Fig. 1: run 1, layout detail
Window x 155 to 185, y 42 to 72 um. Cells in gray, sequential cells in the stronger gray; small squares are vias.
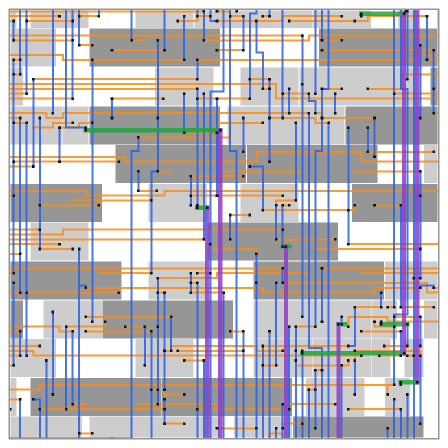
Fig. 2: run 1, clock distribution
Scale bar: 50 um.
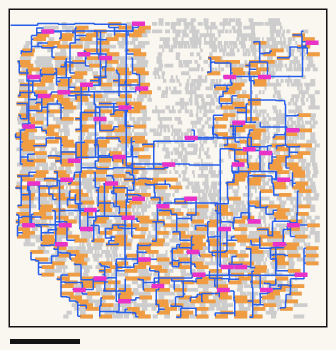
Fig. 3: run 1, sizing map
Scale bar: 50 um.
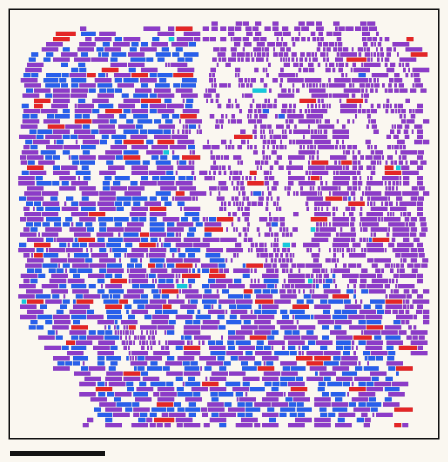
Fig. 4: run 1, register map, names as in the netlist
Scale bar: 50 um. Other sequential cells in the stronger gray, the rest of the logic in the fainter gray.
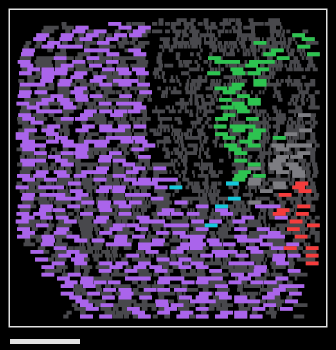
[src/rtl/nn_pkg.sv]
// Shared datapath widths and signed saturation limits for the neural-net
// output stages.
package nn_pkg;

   localparam int INW_D  = 64;
   localparam int OUTW_D = 16;
   localparam int BW_D   = 24;
   localparam int M_D    = 17;
   localparam int LIM_W  = 128;

   // Largest value representable in a w-bit two's complement word
   function automatic logic signed [LIM_W-1:0] sat_max(input int w);
      return (128'sd1 <<< (w - 1)) - 128'sd1;
   endfunction

   // Smallest value representable in a w-bit two's complement word
   function automatic logic signed [LIM_W-1:0] sat_min(input int w);
      return -(128'sd1 <<< (w - 1));
   endfunction

endpackage

[src/rtl/act_sat.sv]
// Requantizes a widened sum by arithmetic right shift, then applies ReLU
// and/or a clamp to the signed output range, flagging clamped results.
module act_sat
   import nn_pkg::*;
#(
   parameter int INW     = INW_D,
   parameter int OUTW    = OUTW_D,
   parameter int SHIFT   = 8,
   parameter int RELU_EN = 1
) (
   input  logic signed [INW:0]    sum,
   output logic signed [OUTW-1:0] result,
   output logic                   saturated
);

   localparam logic signed [INW:0]    HI_LIM_C  = (INW+1)'(sat_max(OUTW));
   localparam logic signed [INW:0]    LO_LIM_C  = (INW+1)'(sat_min(OUTW));
   localparam logic signed [OUTW-1:0] OUT_MAX_C = OUTW'(sat_max(OUTW));
   localparam logic signed [OUTW-1:0] OUT_MIN_C = OUTW'(sat_min(OUTW));

   logic signed [INW:0] shifted_s;

   assign shifted_s = sum >>> SHIFT;

   // Activation and clamp selection; ReLU zeroing is not a saturation event
   always_comb begin
      result    = shifted_s[OUTW-1:0];
      saturated = 1'b0;
      if (RELU_EN != 0) begin
         if (shifted_s[INW]) begin
            result = {OUTW{1'b0}};
         end else if (shifted_s > HI_LIM_C) begin
            result    = OUT_MAX_C;
            saturated = 1'b1;
         end else begin
            result = shifted_s[OUTW-1:0];
         end
      end else begin
         if (shifted_s > HI_LIM_C) begin
            result    = OUT_MAX_C;
            saturated = 1'b1;
         end else if (shifted_s < LO_LIM_C) begin
            result    = OUT_MIN_C;
            saturated = 1'b1;
         end else begin
            result = shifted_s[OUTW-1:0];
         end
      end
   end

endmodule

[src/rtl/bias_act_out.sv]
// Two-stage streaming bias add and activation: S1 adds the per-row bias,
// S2 holds the shifted, activated and saturated output beat.
module bias_act_out
   import nn_pkg::*;
#(
   parameter int INW     = INW_D,
   parameter int OUTW    = OUTW_D,
   parameter int BW      = BW_D,
   parameter int M       = M_D,
   parameter int SHIFT   = 8,
   parameter int RELU_EN = 1
) (
   input  logic                   clk,
   input  logic                   reset,
   input  logic signed [INW-1:0]  INPUT_TDATA,
   input  logic                   INPUT_TVALID,
   output logic                   INPUT_TREADY,
   input  logic                   bias_wr_en,
   input  logic [$clog2(M)-1:0]   bias_addr,
   input  logic signed [BW-1:0]   bias_data,
   output logic signed [OUTW-1:0] OUTPUT_TDATA,
   output logic                   OUTPUT_TVALID,
   input  logic                   OUTPUT_TREADY,
   output logic                   OUTPUT_TLAST,
   output logic [15:0]            sat_count
);

   localparam int            AW         = $clog2(M);
   localparam logic [AW-1:0] LAST_ROW_C = AW'(M - 1);

   logic signed [BW-1:0]   bias_r [M];
   logic [AW-1:0]          row_r;
   logic                   s1_valid_r;
   logic signed [INW:0]    s1_sum_r;
   logic [AW-1:0]          s1_row_r;
   logic                   s2_sat_r;

   logic                   s2_ready_s;
   logic                   s1_fire_s;
   logic                   in_fire_s;
   logic                   out_fire_s;
   logic signed [INW:0]    in_ext_s;
   logic signed [INW:0]    bias_ext_s;
   logic signed [INW:0]    sum_s;
   logic signed [OUTW-1:0] act_result_s;
   logic                   act_sat_s;

   // S2 can take a new beat when empty or when its beat leaves this cycle
   assign s2_ready_s   = !OUTPUT_TVALID || OUTPUT_TREADY;
   assign s1_fire_s    = s1_valid_r && s2_ready_s;
   assign INPUT_TREADY = !s1_valid_r || s2_ready_s;
   assign in_fire_s    = INPUT_TVALID && INPUT_TREADY;
   assign out_fire_s   = OUTPUT_TVALID && OUTPUT_TREADY;

   assign in_ext_s   = (INW+1)'(INPUT_TDATA);
   assign bias_ext_s = (INW+1)'(bias_r[row_r]);
   assign sum_s      = in_ext_s + bias_ext_s;

   act_sat #(
      .INW     (INW),
      .OUTW    (OUTW),
      .SHIFT   (SHIFT),
      .RELU_EN (RELU_EN)
   ) u_act_sat (
      .sum       (s1_sum_r),
      .result    (act_result_s),
      .saturated (act_sat_s)
   );

   // Bias table; a write lands at the edge, so a same-cycle beat sees the old value
   always_ff @(posedge clk or posedge reset) begin
      if (reset) begin
         for (int i = 0; i < M; i++) begin
            bias_r[i] <= {BW{1'b0}};
         end
      end else if (bias_wr_en && (bias_addr <= LAST_ROW_C)) begin
         bias_r[bias_addr] <= bias_data;
      end
   end

   // Row position assigned to the next accepted beat
   always_ff @(posedge clk or posedge reset) begin
      if (reset) begin
         row_r <= {AW{1'b0}};
      end else if (in_fire_s) begin
         if (row_r == LAST_ROW_C) begin
            row_r <= {AW{1'b0}};
         end else begin
            row_r <= row_r + AW'(1'b1);
         end
      end
   end

   // S1: biased sum with its row index
   always_ff @(posedge clk or posedge reset) begin
      if (reset) begin
         s1_valid_r <= 1'b0;
         s1_sum_r   <= {(INW+1){1'b0}};
         s1_row_r   <= {AW{1'b0}};
      end else if (in_fire_s) begin
         s1_valid_r <= 1'b1;
         s1_sum_r   <= sum_s;
         s1_row_r   <= row_r;
      end else if (s1_fire_s) begin
         s1_valid_r <= 1'b0;
      end
   end

   // S2: registered output beat, held stable while the sink stalls
   always_ff @(posedge clk or posedge reset) begin
      if (reset) begin
         OUTPUT_TVALID <= 1'b0;
         OUTPUT_TDATA  <= {OUTW{1'b0}};
         OUTPUT_TLAST  <= 1'b0;
         s2_sat_r      <= 1'b0;
      end else if (s1_fire_s) begin
         OUTPUT_TVALID <= 1'b1;
         OUTPUT_TDATA  <= act_result_s;
         OUTPUT_TLAST  <= (s1_row_r == LAST_ROW_C);
         s2_sat_r      <= act_sat_s;
      end else if (OUTPUT_TREADY) begin
         OUTPUT_TVALID <= 1'b0;
      end
   end

   // Count clamped beats as they leave, sticking at full scale
   always_ff @(posedge clk or posedge reset) begin
      if (reset) begin
         sat_count <= 16'd0;
      end else if (out_fire_s && s2_sat_r && (sat_count != 16'hFFFF)) begin
         sat_count <= sat_count + 16'd1;
      end
   end

endmodule

[config.mk]
export PLATFORM = sky130hd
export DESIGN_NAME = bias_act_out
export DESIGN_NICKNAME = d
export VERILOG_FILES = /design/src/rtl/nn_pkg.sv /design/src/rtl/act_sat.sv /design/src/rtl/bias_act_out.sv
export SDC_FILE = /design/constraint.sdc
export NUM_CORES = 1
export LEC_CHECK = 0
export CAP_MARGIN = 20
export CORE_MARGIN = 4
export CORE_UTILIZATION = 55
export CTS_CLUSTER_DIAMETER = 80
export DETAILED_ROUTE_END_ITERATION = 10
export GPL_TIMING_DRIVEN = 0
export PLACE_DENSITY = 0.71
export SLEW_MARGIN = 30
export SYNTH_ARGS = -nofsm -noshare
export SYNTH_HDL_FRONTEND = slang
export SYNTH_SLANG_ARGS = --single-unit
[constraint.sdc]
create_clock -name clk -period 46.3 [get_ports clk]
set_input_delay 4.63 -clock clk [delete_from_list [all_inputs] [get_ports clk]]
set_output_delay 4.63 -clock clk [all_outputs]
set_load 0.01 [all_outputs]
==> qor.tcl, run 1 <==
set qor(run_status) {finished clean}
set qor(worst_hold_path.num_cells) 2
set qor(yosys-top-cells-count) {dfrtp_1, mux2_2, nand2_1, clkbuf_1, mux4_2}
set qor(grt_pass1_wl_um) 107500
set qor(timing.final.setup_violations) 0
set qor(grt_setup_unrepaired) {no}
set qor(grt.met3_usage_pct) 3.991
set qor(mappedNetlistNets) 2260
set qor(floorplan.initialDensity_pct) 55.99
set qor(ctsHoldBuffers) 0
set qor(buffers_from_clock_root_to_sink_at_most) 3
set qor(design.die.area_um2) 51150
set qor(ffs_w_async_s_r_synth_pct) 100.0
set qor(std_cell_rows) 79
set qor(synth.yosys.chip_area_um2) 26180
set qor(place.gp.congestion) 0.8902
set qor(critical_path.startpoint_type) {input port}
set qor(finalClockPeriodUsage_pct) 22.73
set qor(ff_type) {dfrtp_1}
set qor(p_per_area_nw_per_um2) 65.35
set qor(met1_usage_pct) 40.00
set qor(slowest_delay_ps) 570
set qor(detailedRoute.firstPassIterationCount) 5
set qor(io_buffers) 132
set qor(top_power_group) {combinational logic}
set qor(clock_sink_count) 511
set qor(critical_path_class) {in -> out}
set qor(insertion_delay_ps) 600
set qor(avgViaCountPerCell) 6.132
set qor(power.share.combinational_pct) 46.8
set qor(hold_path_startpoint) {s1_sum_r[10]$_DFFE_PP0P_}
set qor(final_period_minus_worst_setup_slack_ps) 10520
set qor(max_cap_violations) 0
set qor(cp_cell_sequence) {clkdlybuf4s50_1, nand3b_1, clkdlybuf4s50_1}
set qor(critical_path.reg2reg.startpoint) {row_r[1]$_DFFE_PP0P_}
set qor(sequential_share_of_power_pct) 30.8
set qor(dp.final_hpwl_um) 49950
set qor(antenna_left) 0
set qor(critical-path-slowest-cell) {clkdlybuf4s50_1}
set qor(stage_log_warnings) 27
set qor(clock_net_power_mw) 0.445
set qor(worst-endpoint-required_ps) 41670
set qor(grt_use_met2_pct) 42.98
set qor(grt_most_used_layer) {met2}
set qor(wl_um) 68500
set qor(area_growth_syn_to_layout_pct) 16.06
set qor(seq_cell_power_mw) 0.611
set qor(critPathArrivalTime_ps) 5890
set qor(cp_max_fo) 4
set qor(synthDominantAreaCellType) {dfrtp_1}
set qor(routed_wire_length_per_instance_um) 23.29
set qor(clkTransAtPathRegs_ps) 60
set qor(power.internal_mw) 1.227
set qor(worstMarginPinSlew_ps) 1055
set qor(syn-cell-area_um2) 26180
set qor(nets) 2457
set qor(library_cell_used_as_clock_root_buffer) {clkbuf_16}
set qor(detail_route.drc_violations) 0
set qor(antennaDiodeCount) 0
set qor(finalNonFillerCells) 2941
set qor(final-max-slew-violation-count) 0
set qor(reg2reg_setup_slack_ps) 39200
set qor(power_switching_share_pct) 38.19
set qor(netlist-cell-type-count) 58
set qor(yosys-stat-cells) 2096
set qor(dr_total_vias) 18040
set qor(cts_repair_resize_count) 0
set qor(max_freq_mhz) 95.03
set qor(die_ht_um) 226.2
set qor(skew_ps) 17.11
set qor(first_global_vias) 18630
set qor(power.combinational.total_mw) 0.929
set qor(worst_setup_path_end_kind) {output pin}
set qor(hold_path.class) {reg -> reg}
set qor(initial_antenna_violation_count) 0
set qor(io-pin-count) 133
Notes on Fig. 1 above:
color	layer
purple	met4
orange	met1
blue	met2
green	met3
cells with their middle in the window	38
sequential cells in the window	15
most frequent	dfrtp_1 (15), mux2_2 (13), mux4_2 (3)
netlist names of flops here include	`bias_r` (15)

Notes on Fig. 2 above:
[blue] clock wires | length: 6080 um
[orange] flip-flops | count: 511
[magenta] cells driving clock nets | count: 53
routed clock nets	54
flops lie	widely spread

Notes on Fig. 3 above:
color	size	cells
blue	drive 2	560
cyan	drive 3 to 4	9
purple	drive 1 or less	1679
red	drive 6 and up	86

Notes on Fig. 4 above:
color	name in the netlist	sequential cells
purple	`bias_r`	408
green	`s1_sum_r`	57
red	`sat_count`	16
cyan	`row_r`	5
not colored	25

[run 1: cell families (layout without fill, tap and decap cells)]
family / Yosys count / after routing / share of synthesized area [%]
muxes: 532 / 532 / 27.99
DFF: 511 / 511 / 48.85
and+or+nand+nor: 383 / 383 / 6.988
AOI/OAI and AO/OA: 339 / 339 / 7.877
buffers and inverters: 197 / 435 / 2.863
xor gates and xnor gates: 68 / 68 / 2.275
adders and majority gates: 66 / 66 / 3.155
[run 1: per-layer routing]
metal / vias up / routed length [um]
li1: 8098 / -
met1: 9338 / 31230
met2: 510 / 32150
met3: 89 / 3750
met4: 0 / 1365
met5: - / 0
[run 1: placed cells by master, fill, tap and decap left out, types with 12 or more instances in the layout]
master           synthesis  layout
dfrtp_1                511     511
mux2_2                 411     411
nand2_1                182     182
clkdlybuf4s50_1          0     132
clkbuf_1               125     127
mux4_2                 119     119
o21ai_0                115     114
a21oi_1                 94      94
ha_1                    66      66
clkbuf_16                0      54
nor2_1                  44      44
inv_1                   44      43
a21o_1                  40      40
xnor2_1                 40      40
nand4_1                 34      34
xor2_1                  28      28
nor3_1                  19      19
nand3_1                 18      18
nor3b_1                 17      17
buf_1                   24      15
nor4_1                  14      14
o21bai_1                14      14
nor2b_1                 12      12
clkbuf_8                 0      12
[run 1: registers in the layout (all words and copies together) (netlist names)]
| name | cells |
|---|---|
| bias_r | 408 |
| s1_sum_r | 57 |
| OUTPUT_TDATA | 16 |
| sat_count | 16 |
| row_r | 5 |
| s1_row_r | 5 |
| OUTPUT_TLAST | 1 |
| OUTPUT_TVALID | 1 |
| s1_valid_r | 1 |
| s2_sat_r | 1 |
[run 1: through the flow]
stage | total power [mW] | util [%] | setup WS, ps | hold slack (ps)
6_report | 1.985 | 64.98 | 35780 | 477.3
3_3_place_gp | 1.502 | 60.44 | 22290 | 462.4
5_1_grt | 2.112 | 64.98 | 35700 | 499.4
2_1_floorplan | 1.263 | - | 27400 | 441.9
3_5_place_dp | 1.535 | 61.00 | 35790 | 464.0
4_1_cts | 1.988 | 64.95 | 35780 | 479.5
[run 1: worst max path at each step]
| stage | slack, ps | cells after the start | from | end |
|---|---|---|---|---|
| 2_1_floorplan | 27400 | 1 | reset | OUTPUT_TDATA[0]$_DFFE_PP0P_ |
| 3_3_place_gp | 22290 | 2 | reset | bias_r[40]$_DFFE_PP0P_ |
| 3_5_place_dp | 35790 | 3 | OUTPUT_TREADY | INPUT_TREADY |
| 4_1_cts | 35780 | 3 | OUTPUT_TREADY | INPUT_TREADY |
| 5_1_grt | 35700 | 3 | OUTPUT_TREADY | INPUT_TREADY |
| 6_report | 35780 | 3 | OUTPUT_TREADY | INPUT_TREADY |
[run 1: critical path, delay by kind of cell]
family | cells | cell delay [ps]
buffers and inverters | 2 | 1060
AND/OR/NAND/NOR | 1 | 200
[run 1: cell type report]
class	count	area [um2]
Fill cell	3567	16370
Sequential cell	511	12790
Multi-Input combinational cell	1388	12650
Timing Repair Buffer	142	1564
Clock buffer	74	1546
Tap cell	607	759.5
Buffer	153	603.1
Clock inverter	22	296.5
Inverter	44	172.7
--- run 2 (diff from run 1) ---
Settings changed: PLACE_DENSITY 0.71 to 0.74.
Clock period 46.3 ns to 8.9 ns, I/O delays scaled along.
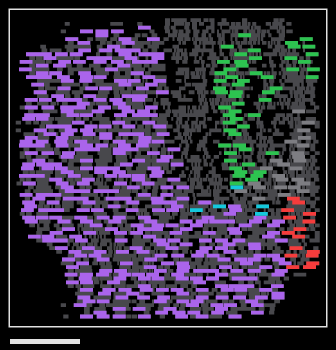
Fig. 5. Register map, names as in the netlist (run 2).
Scale bar: 50 um. Other sequential cells in the stronger gray, the rest of the logic in the fainter gray.
color	name in the netlist	sequential cells
red	`sat_count`	16
green	`s1_sum_r`	57
purple	`bias_r`	408
cyan	`row_r`	5
not colored	25

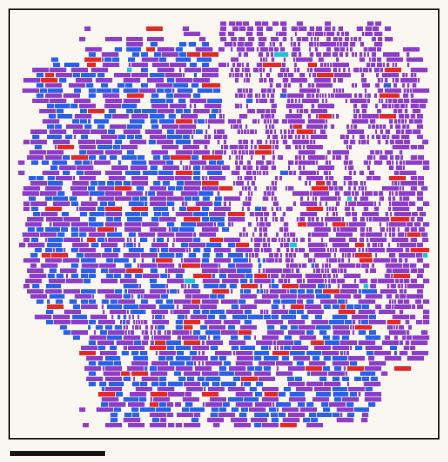
Fig. 6. Sizing map (run 2).
Scale bar: 50 um.
color	size	cells
purple	drive 1 or less	1683
red	drive 6 and up	93
blue	drive 2	564
cyan	drive 3 to 4	7

==> qor.tcl, run 2 <==
set qor(yosys.area_share.xor_xnor_pct) 2.275 ;# unchanged
set qor(stage_log_warnings) 27 ;# unchanged
set qor(sequential_share_of_power_pct) 31.1 ;# was 30.8%
set qor(clock_network_fraction_of_total_power_pct) 21.6 ;# was 22.4%
set qor(max_cap_violations) 0 ;# unchanged
set qor(finalClockPeriodUsage_pct) 80.53
set qor(wl_um) 69750 ;# was 68500 um
set qor(antennaDiodeCount) 0 ;# unchanged
set qor(biggestRegsByFlops) {bias_r x408, s1_sum_r x57} ;# unchanged
set qor(place_worst_setup_slack_ps) 1968 ;# was 35790 ps
set qor(area_growth_syn_to_layout_pct) 16.53 ;# was 16.06%
set qor(p_per_area_nw_per_um2) 335.8 ;# was 65.35 nW/um2
set qor(run_status) {finished clean} ;# unchanged
set qor(floorplan.initialDensity_pct) 55.99 ;# unchanged
set qor(io_buffers) 132 ;# unchanged
set qor(nets) 2468 ;# was 2457
set qor(syn-instance-count) 2096 ;# unchanged
set qor(mux_share_pct) 27.99 ;# unchanged
set qor(yosys-top-cells-count) {dfrtp_1, mux2_2, nand2_1, clkbuf_1, mux4_2} ;# unchanged
set qor(slowest_delay_ps) 860 ;# was 570 ps
set qor(worst_hold_slack_ps) 480.1 ;# was 477.3 ps
set qor(most-common-layout-cells) {dfrtp_1, mux2_2, nand2_1} ;# unchanged
set qor(layout_top_cell) {dfrtp_1} ;# unchanged
set qor(worstMarginPinSlew_ps) 1078 ;# was 1055 ps
set qor(initial_antenna_violation_count) 4 ;# was 0
set qor(place.gp.congestion) 0.9100 ;# was 0.8902
set qor(placedCellCount) 2856 ;# was 2844
set qor(power.share.combinational_pct) 47.3 ;# was 46.8%
set qor(die_ht_um) 226.2 ;# unchanged
set qor(cp_max_fo) 24 ;# was 4
set qor(design.die.area_um2) 51150 ;# unchanged
set qor(avgViaCountPerCell) 6.211 ;# was 6.132
set qor(detail_route.drc_violations) 0 ;# unchanged
set qor(synthDominantAreaCellType) {dfrtp_1} ;# unchanged
set qor(synth.cellmix.simpleShare_pct) 6.988 ;# unchanged
set qor(synth.comb.largest_family) {multiplexers} ;# unchanged
set qor(timing.final.setup_violations) 0 ;# unchanged
set qor(hold_path.class) {reg -> reg} ;# unchanged
set qor(final_period_minus_worst_setup_slack_ps) 7167
set qor(ir_drop_uv) 186.2 ;# was 38.79 uV
set qor(critical-path-slowest-cell) {buf_1} ;# was clkdlybuf4s50_1
set qor(yosys-stat-cells) 2096 ;# unchanged
set qor(insertion_delay_ps) 620 ;# was 600 ps
set qor(ff_type) {dfrtp_1} ;# unchanged
set qor(first_global_vias) 19220 ;# was 18630
set qor(worst_setup_path_end_kind) {flop} ;# was output pin
set qor(dp.final_hpwl_um) 50580 ;# was 49950 um
set qor(registers.top_by_ff_count) {bias_r} ;# unchanged
set qor(worst-endpoint-required_ps) 9420 ;# was 41670 ps
set qor(final-max-slew-violation-count) 0 ;# unchanged
set qor(yosys.area_share.aoi_pct) 7.877 ;# unchanged
set qor(detailedRoute.firstPassIterationCount) 6 ;# was 5
set qor(critPathArrivalTime_ps) 7690 ;# was 5890 ps
set qor(syn-cell-area_um2) 26180 ;# unchanged
set qor(cts_repair_resize_count) 0 ;# unchanged
set qor(power_switching_share_pct) 38.66 ;# was 38.19%
set qor(io-pin-count) 133 ;# unchanged
set qor(mappedNetlistNets) 2260 ;# unchanged
set qor(clkTransAtPathRegs_ps) 60 ;# about the same
set qor(htree_levels) 2 ;# unchanged
set qor(netlist-cell-type-count) 58 ;# unchanged
set qor(std_cell_rows) 79 ;# unchanged
set qor(largest_reg_flops) 408 ;# unchanged
set qor(buffers_from_clock_root_to_sink_at_most) 3 ;# unchanged
set qor(max_freq_mhz) 139.5
set qor(routed_wire_length_per_instance_um) 23.61 ;# was 23.29 um
set qor(grt_setup_unrepaired) {no} ;# unchanged
set qor(layout_setup_ws_ps) 1733 ;# was 35780 ps
set qor(post_synth_fa_ha_maj_area_fraction_pct) 3.155 ;# unchanged
set qor(cp_cell_sequence) {buf_2, buf_1, buf_1, mux4_2, mux4_2, inv_1, o21ai_4, buf_16, buf_16, ha_1, clkbuf_1, nand4_1, nor4_1, nand2_1, o211ai_1, o31ai_1, o2111ai_1, nand3_1, a211oi_1, nor3_1, o31ai_1} ;# was clkdlybuf4s50_1, nand3b_1, clkdlybuf4s50_1
set qor(dr_total_vias) 18350 ;# was 18040
set qor(finalNonFillerCells) 2954 ;# was 2941
set qor(critical_path_class) {reg -> reg} ;# was in -> out
set qor(library_cell_used_as_clock_root_buffer) {clkbuf_16} ;# unchanged
set qor(power.internal_mw) 6.284 ;# was 1.227 mW
set qor(ctsHoldBuffers) 0 ;# unchanged
set qor(skew_ps) 26.20 ;# was 17.11 ps
set qor(clock_sink_count) 511 ;# unchanged
set qor(antenna_left) 0 ;# unchanged
set qor(synth.yosys.chip_area_um2) 26180 ;# unchanged
set qor(critical_path.startpoint_type) {flop} ;# was input port
set qor(netSwitchingPower_mw) 3.961 ;# was 0.7582 mW
set qor(grt_pass1_wl_um) 109900 ;# was 107500 um
set qor(ffs_w_async_s_r_synth_pct) 100.0 ;# unchanged
==> run 2: worst max-delay path, delay by kind of cell, from the launching register on <==
kind	cells	cell delay (ps)
buffers and inverters	7	2690
AND-OR/OR-AND	6	1570
flip-flops	1	340
AND/OR/NAND/NOR	5	1270
adder cells (fa/ha/maj)	1	280
multiplexers	2	920
==> run 2: path summary, 6_finish.rpt <==
kind / startpoint / to / slack (ps) / cells after the start
max reg2reg: row_r[1]$_DFFE_PP0P_ / s1_sum_r[60]$_DFFE_PP0P_ / 1730 / 21
min reg2reg: s1_sum_r[51]$_DFFE_PP0P_ / s1_sum_r[51]$_DFFE_PP0P_ / 480 / 2
min: s1_sum_r[51]$_DFFE_PP0P_ / s1_sum_r[51]$_DFFE_PP0P_ / 480 / 2
max: row_r[1]$_DFFE_PP0P_ / s1_sum_r[60]$_DFFE_PP0P_ / 1730 / 21
min in group asynchronous: reset / s1_sum_r[59]$_DFFE_PP0P_ / 650 / 2
max in group asynchronous: reset / bias_r[61]$_DFFE_PP0P_ / 6610 / 8
==> run 2: logic make-up after synthesis <==
logic type / count (synthesis)
AND/OR/NAND/NOR: 383
flip-flops: 511
XOR/XNOR: 68
AND-OR/OR-AND: 339
multiplexers: 532
buffers and inverters: 197
adder cells (fa/ha/maj): 66
==> run 2: power groups by stage <==
stage | clock (mW) | combinational [mW] | sequential [mW]
2_1_floorplan | 0 | 3.43 | 3.14
3_3_place_gp | 0 | 4.60 | 3.19
3_5_place_dp | 0 | 4.76 | 3.22
4_1_cts | 2.24 | 4.80 | 3.18
5_1_grt | 2.35 | 5.31 | 3.25
6_report | 2.21 | 4.85 | 3.19
==> run 2: metal layers <==
metal	part of all wire, %	track usage [%]	vias to the layer above	wire (um)
li1	-	-	8127	-
met4	2.7	7.738	8	1915
met3	7.1	6.187	133	4979
met5	0.057	0	-	40
met1	43	39.15	9495	30160
met2	47	43.94	585	32660
==> run 2: cell type report <==
| cell class | instances | area (um2) |
|---|---|---|
| fill | 3479 | 16250 |
| multi-input combinational | 1388 | 12650 |
| sequential | 511 | 12790 |
| buffer | 153 | 604.3 |
| inverter | 44 | 168.9 |
| timing repair buffer | 154 | 1800 |
| clock buffer | 78 | 1529 |
| clock inverter | 19 | 202.7 |
| tap | 607 | 759.5 |
==> run 2: metrics by stage <==
step / util (%) / total power, mW
after floorplan: - / 6.569
after global placement: 60.45 / 7.783
after detailed placement: 61.50 / 7.981
after CTS: 65.20 / 10.22
after global routing: 65.24 / 10.90
final: 65.24 / 10.24
--- run 3 (diff from run 2) ---
Settings changed: PLACE_DENSITY 0.74 to 0.71.
Clock period 8.9 ns to 7.3 ns, I/O delays scaled along.
==> qor.tcl, run 3 <==
set qor(run_status) {finished clean} ;# unchanged
set qor(syn-instance-count) 2096 ;# unchanged
set qor(sequential_share_of_power_pct) 30.8 ;# was 31.1%
set qor(layout_setup_ws_ps) 614.6 ;# was 1733 ps
set qor(ffs_w_async_s_r_synth_pct) 100.0 ;# unchanged
set qor(yosys-stat-cells) 2096 ;# unchanged
set qor(power.internal_mw) 7.731 ;# was 6.284 mW
set qor(hold_path.class) {reg -> reg} ;# unchanged
set qor(ir_drop_uv) 240.5 ;# was 186.2 uV
set qor(power_switching_share_pct) 38.50 ;# was 38.66%
set qor(timing.final.setup_violations) 0 ;# unchanged
set qor(dr_total_vias) 18080 ;# was 18350
set qor(library_cell_used_as_clock_root_buffer) {clkbuf_16} ;# unchanged
set qor(registers.top_by_ff_count) {bias_r} ;# unchanged
set qor(routed_wire_length_per_instance_um) 23.18 ;# was 23.61 um
set qor(std_cell_rows) 79 ;# unchanged
set qor(die_ht_um) 226.2 ;# unchanged
set qor(syn-cell-area_um2) 26180 ;# unchanged
set qor(clock_network_fraction_of_total_power_pct) 22.4 ;# was 21.6%
set qor(clock_sink_count) 511 ;# unchanged
set qor(yosys-top-cells-count) {dfrtp_1, mux2_2, nand2_1, clkbuf_1, mux4_2} ;# unchanged
set qor(skew_ps) 21.37 ;# was 26.20 ps
set qor(critical_path.startpoint_type) {flop} ;# unchanged
set qor(clkTransAtPathRegs_ps) 60 ;# about the same
set qor(first_global_vias) 18670 ;# was 19220
set qor(ctsHoldBuffers) 0 ;# unchanged
set qor(area_growth_syn_to_layout_pct) 16.76 ;# was 16.53%
set qor(ff_type) {dfrtp_1} ;# unchanged
set qor(fin_total_pwr_mw) 12.57 ;# was 10.24 mW
set qor(place_worst_setup_slack_ps) 274.8 ;# was 1968 ps
set qor(netSwitchingPower_mw) 4.840 ;# was 3.961 mW
set qor(initial_antenna_violation_count) 0 ;# was 4
set qor(mappedNetlistNets) 2260 ;# unchanged
set qor(final-max-slew-violation-count) 0 ;# unchanged
set qor(stage_log_warnings) 28 ;# was 27
set qor(p_per_area_nw_per_um2) 411.3 ;# was 335.8 nW/um2
set qor(detail_route.drc_violations) 0 ;# unchanged
set qor(cp_max_fo) 25 ;# was 24
set qor(io_buffers) 132 ;# unchanged
set qor(worstMarginPinSlew_ps) 1020 ;# was 1078 ps
set qor(critPathArrivalTime_ps) 7170 ;# was 7690 ps
set qor(synth.yosys.chip_area_um2) 26180 ;# unchanged
set qor(worst_setup_path_end_kind) {flop} ;# unchanged
## run 3: through the flow
stage | TNS (ps) | cell area, um2 | utilization, %
2_1_floorplan | -188220 | 26180 | -
5_1_grt | 0 | 30570 | 65.38
3_3_place_gp | -1732210 | 28260 | 60.45
3_5_place_dp | 0 | 28720 | 61.43
6_report | 0 | 30570 | 65.38
4_1_cts | 0 | 30550 | 65.34
## run 3: layer usage
layer	part of all wire (%)	wire (um)	GRT usage (%)	up-vias
met1	46	31210	40.62	9336
met5	0	0	0	-
met4	2.3	1559	6.559	0
met2	47	31980	42.96	532
met3	5.5	3778	4.277	100
li1	-	-	-	8110
## run 3: area by class of cell
class	instances	area (um2)
fill	3545	16190
sequential	511	12790
multi-input combinational	1388	12650
timing repair buffer	153	1770
clock buffer	81	1594
tap	607	759.5
buffer	152	599.3
clock inverter	20	234.0
inverter	44	168.9
## run 3: cells by family (layout without fill, tap and decap cells)
group / count (synthesis) / after routing / synth area share, %
XOR/XNOR: 68 / 68 / 2.275
adder cells (fa/ha/maj): 66 / 66 / 3.155
AND-OR/OR-AND: 339 / 339 / 7.877
AND/OR/NAND/NOR: 383 / 383 / 6.988
flip-flops: 511 / 511 / 48.85
buffers and inverters: 197 / 450 / 2.863
multiplexers: 532 / 532 / 27.99
## run 3: worst max-delay path, cell delays in order, from the launching register on
cell,delay [ps]
dfrtp_1,350
buf_2,240
clkbuf_2,460
clkbuf_1,740
mux4_2,460
mux4_2,530
inv_1,120
o21ai_4,190
buf_16,270
ha_1,280
clkbuf_1,340
nand4_1,210
nor4_1,640
nand2_1,150
o211ai_1,260
o31ai_1,130
o2111ai_1,150
nand3_1,140
a211oi_1,520
nor3_1,120
o31ai_1,270
## run 3: power by group through the flow
stage          Clock (mW)  Sequential [mW]  Combinational (mW)
2_1_floorplan           0             3.83                4.18
3_3_place_gp            0             3.88                5.66
3_5_place_dp            0             3.91                5.81
4_1_cts              2.85             3.86                5.86
5_1_grt              2.98             3.94                6.46
6_report             2.81             3.87                5.89
## run 3: final timing paths
kind	start	end	slack, ps	cells past startpoint
min in group asynchronous	reset	bias_r[362]$_DFFE_PP0P_	520	2
setup / recovery	row_r[1]$_DFFE_PP0P_	s1_sum_r[60]$_DFFE_PP0P_	610	20
setup reg to reg	row_r[1]$_DFFE_PP0P_	s1_sum_r[60]$_DFFE_PP0P_	610	20
max in group asynchronous	reset	bias_r[399]$_DFFE_PP0P_	4960	9
hold / removal	OUTPUT_TLAST$_DFFE_PP0P_	OUTPUT_TLAST$_DFFE_PP0P_	480	2
hold reg to reg	OUTPUT_TLAST$_DFFE_PP0P_	OUTPUT_TLAST$_DFFE_PP0P_	480	2
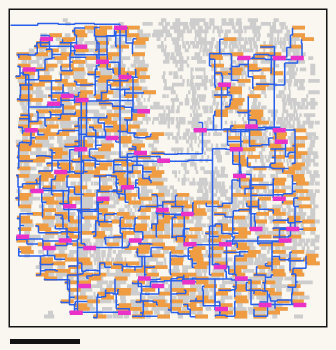
Fig. 7. Clock distribution (run 3).
Scale bar: 50 um.
[orange] flip-flops | count: 511
[blue] clock wires | length: 6330 um
[magenta] cells driving clock nets | count: 54
routed clock nets	55

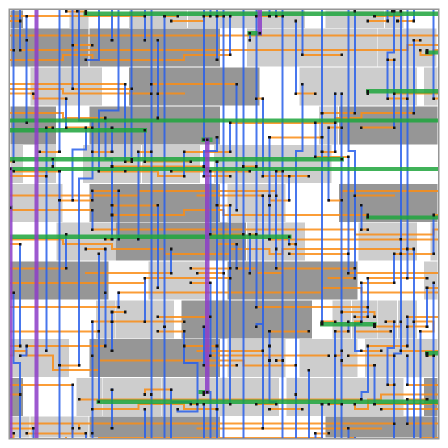
Fig. 8. Layout detail (run 3).
Window x 155 to 185, y 42 to 72 um. Cells in gray, sequential cells in the stronger gray; small squares are vias.
color	layer
green	met3
blue	met2
orange	met1
purple	met4
cells with their middle in the window	45
sequential cells in the window	14
most frequent	dfrtp_1 (14), mux2_2 (13), mux4_2 (6)
netlist names of flops here include	`bias_r` (14)

No activity file was given, so power comes from the tool's default toggle rates.
